$ cat src/rtl/bp_fetch_stage.sv
// Fetch stage ahead of the branch predictor: owns the fetch PC, drives the I-cache
// read index, pairs 1-cycle cache data with its PC and registers a decode bundle.
module bp_fetch_stage #(
    parameter logic [31:0] RESET_PC   = 32'h0000_0000,
    parameter int unsigned IC_DEPTH_L = 8
) (
    input  logic                  clk,
    input  logic                  reset,
    input  logic                  stall_in,
    input  logic                  fetch_redirect,
    input  logic [31:0]           fetch_redirect_PC,
    input  logic [31:0]           bpredictor_fetch_p_target,
    input  logic                  bpredictor_fetch_p_dir,
    output logic [IC_DEPTH_L-1:0] ic_rdaddress,
    input  logic [31:0]           ic_q,
    output logic [31:0]           fetch_bpredictor_PC,
    output logic [31:0]           fetch_bpredictor_inst,
    output logic                  fetch_valid,
    output logic                  fetch_decode_valid,
    output logic [31:0]           fetch_decode_PC,
    output logic [31:0]           fetch_decode_inst,
    output logic                  fetch_decode_pred_dir,
    output logic [31:0]           fetch_decode_pred_target,
    output logic [31:0]           fetch_count
);

    localparam logic [31:0] BOOT_PC = {RESET_PC[31:2], 2'b00};

    typedef enum logic [1:0] {BOOT, RUN, HOLD} state_t;

    state_t      state, state_next;
    logic [31:0] pc_f1, next_pc;
    logic        f1_valid;

    always_ff @(posedge clk or posedge reset) begin
        if (reset) begin
            state    <= BOOT;
            pc_f1    <= BOOT_PC;
            f1_valid <= 1'b0;
        end else begin
            state    <= state_next;
            pc_f1    <= next_pc;
            // Every state, including the single boot cycle, leaves a valid pc_f1/ic_q pair behind.
            f1_valid <= 1'b1;
        end
    end

    always_comb begin
        state_next = state;
        case (state)
            BOOT:    state_next = RUN;
            RUN:     if (stall_in && !fetch_redirect) state_next = HOLD;
            HOLD:    if (!stall_in || fetch_redirect) state_next = RUN;
            default: state_next = BOOT;
        endcase
    end

    always_comb begin
        next_pc = pc_f1 + 32'd4;
        if (state == BOOT)
            next_pc = BOOT_PC;
        else if (fetch_redirect)
            next_pc = {fetch_redirect_PC[31:2], 2'b00};
        else if (stall_in)
            next_pc = pc_f1;
        else if (f1_valid && bpredictor_fetch_p_dir)
            next_pc = {bpredictor_fetch_p_target[31:2], 2'b00};
    end

    assign ic_rdaddress          = next_pc[IC_DEPTH_L+1:2];
    assign fetch_bpredictor_PC   = pc_f1;
    assign fetch_bpredictor_inst = ic_q;
    assign fetch_valid           = f1_valid;

    always_ff @(posedge clk or posedge reset) begin
        if (reset) begin
            fetch_decode_valid       <= 1'b0;
            fetch_decode_PC          <= '0;
            fetch_decode_inst        <= '0;
            fetch_decode_pred_dir    <= 1'b0;
            fetch_decode_pred_target <= '0;
            fetch_count              <= '0;
        end else if (!stall_in) begin
            fetch_decode_valid       <= f1_valid && !fetch_redirect;
            fetch_decode_PC          <= pc_f1;
            fetch_decode_inst        <= ic_q;
            fetch_decode_pred_dir    <= bpredictor_fetch_p_dir;
            fetch_decode_pred_target <= bpredictor_fetch_p_target;
            if (f1_valid && !fetch_redirect)
                fetch_count <= fetch_count + 32'd1;
        end else if (fetch_redirect) begin
            // Squash a held bundle even while decode is stalled.
            fetch_decode_valid <= 1'b0;
        end
    end

endmodule

$ cat config.mk
export PLATFORM = sky130hd
export DESIGN_NAME = bp_fetch_stage
export DESIGN_NICKNAME = d
export VERILOG_FILES = /design/src/rtl/bp_fetch_stage.sv
export SDC_FILE = /design/constraint.sdc
export NUM_CORES = 1
export LEC_CHECK = 0
export CAP_MARGIN = 5
export CORE_ASPECT_RATIO = 0.8
export CORE_MARGIN = 3
export CORE_UTILIZATION = 46
export DETAILED_ROUTE_END_ITERATION = 6
export DONT_BUFFER_PORTS = 1
export GPL_TIMING_DRIVEN = 1
export PLACE_DENSITY_LB_ADDON = 0.15
export SYNTH_ARGS = -nofsm -noshare
export SYNTH_HDL_FRONTEND = slang
export SYNTH_SLANG_ARGS = --single-unit
$ cat constraint.sdc
create_clock -name clk -period 5.9 [get_ports clk]
set_clock_uncertainty 0.05 [all_clocks]
set_input_delay 1.18 -clock clk [delete_from_list [all_inputs] [get_ports clk]]
set_output_delay 1.18 -clock clk [all_outputs]
set_load 0.02 [all_outputs]
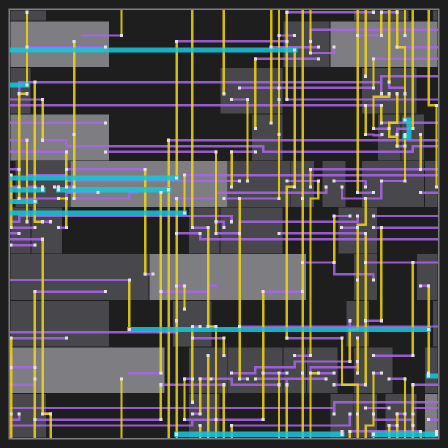
detail.png
Region (25, 79) to (50, 104) µm. Cells in gray, sequential cells in the stronger gray; small squares are vias.
Key: purple = metal 1; yellow = metal 2; cyan = metal 3
37 logic cells have their middle in the window. Most frequent: nand2_1 (6), dfrtp_1 (6), mux2i_1 (4). Sequential cells in the window: 6. Netlist names of flops here include fetch_bpredictor_PC (5), fetch_decode_PC (1).

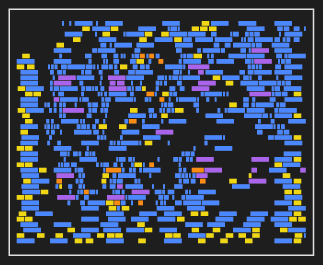
sizes.png
Drawn at 2 px/µm.
Key: orange = _3 and _4 cells [cells 14, share 2.1%]; yellow = _2 cells [cells 101, share 15%]; purple = _6 and larger [cells 28, share 4.2%]; blue = _0 and _1 cells [cells 521, share 78%]
area of all placed cells without fillers: 8250 µm²
growth of design area from synthesis to finish: 6.13%
setup ws final: 1.95 ns

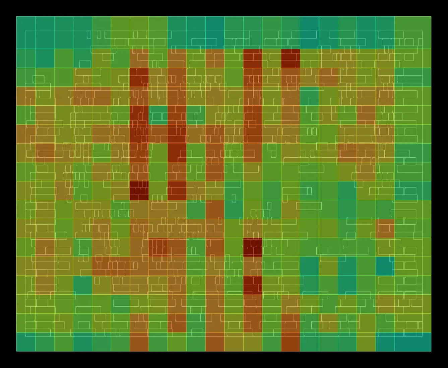
congestion.png
final core occ: 0.510
detail-routed net length per standard cell: 23.8 µm
met1 track utilization from global routing: 0.291
Top Usage Layer GRT: met2

synthesized netlist by cell type, drive strengths merged, types with 4 or more instances:
cell type	number
a21oi	29
a311oi	5
clkbuf	18
xor2	6
and3	10
mux2i	10
and4	7
nor4	10
nand4	17
o211ai	6
nor3	18
buf	62
nand3	32
nand2	67
inv	12
nor2	30
a211oi	9
dfrtp	161
o221ai	4
o21ai	23
xnor2	30
o22ai	8
mux2	91
routing by layer:
metal,GRT usage,vias to the layer above,wire [µm]
met1,0.291,2642,8310
met3,0.109,18,2760
met2,0.344,281,9620
met4,0.0561,0,252
met5,0,-,0
li1,-,2363,-
==> notes.md <==
Physical design

The wire-length estimate of the detail-placed layout is approximately 15 mm. In this run the tool buffered the top-level ports with 0 buffer cells. STA classifies the critical path startpoint as a flip-flop. The sequential group share of total power stands at 0.517. The vertical extent of the die stands at around 120 µm. Endpoints with negative setup slack in the final report add up to 0. The net switching fraction of the power stands at 0.318. The clock network contribution to total cell area stands at 0.0755. The post-detailed-route via-to-cell ratio stands at 6.03. Per the timing report, the most critical flop-to-flop path finishes at fetch_bpredictor_PC[22].

STA shows the worst reg2reg path with a cell count of 6. The clock share of power stands at 0.386. The flow ran to the end, and the final reports show no timing, DRC or antenna violations. The Yosys warning count stands at 0. For this run, the register share of the synthesized area comes to 0.518.

The global-route congestion overflow total stands at 0. In the routed design, unresolved DRC markers number 0. The critical path goes through ha_1 > and4_1 > nand2_1 > xor2_1 > a211oi_1.

The report lists the number of standard-cell rows as ~40. The fraction of synthesis flops using an asynchronous set or reset pin stands at 1.00. The critical path is of the flip-flop to primary output type. For the pin with the worst max-slew slack, the measured transition is between 0.9 and 1 ns. Looking at the reg2reg group, the worst path starts from fetch_bpredictor_PC[2]. Per the timing report, the achievable frequency comes out to 253 MHz.

Final hold analysis gives a worst-case slack of about 0.55 ns. The clock tree synthesis step divided the H-tree into 4 levels. The power density over cell area stands at 365 nW/µm². The sequential cell area in the final layout stands at approximately 4000 µm². The total number of multi-input combinational cells stands at 452. The number of sequential cells in the layout stands at roughly 160.

The most common logic cells in the final layout are sky130_fd_sc_hd__dfrtp_1 (161), sky130_fd_sc_hd__mux2_2 (91), sky130_fd_sc_hd__nand2_1 (67). The clock buffers instantiated in the layout total 17. The tool warning count for the run is 30. After clock tree synthesis, the setup repair step added 0 buffers.

The initial antenna violation count stands at 0. The DRC violation total after the first TritonRoute iteration stands at between 300 and 400. The logic depth of the worst setup path including buffers stands at 5. Once the clock tree was built, the resizer swapped 0 gates to a different size. Summed over all failing endpoints, the final setup total negative slack is 0 ns. The total cells reported by yosys after synthesis stands at roughly 700. Counting distinct cell types in the post-synthesis netlist gives 55. The count of cells along the worst hold path stands at 2. The cell leakage power stands at between 3 and 4 nW. The overall power stands at roughly 0.003 W.

The hold-fix buffer count after cts stands at 0. The number of CTS-inserted buffers stands at 17. The routability congestion estimate from global placement stands at 0.858.

The count of placed standard cells including taps stands at 847. The layout summary lists the proportion of cells stronger than drive strength 1 as 0.215.
No activity file was given, so power comes from the tool's default toggle rates.
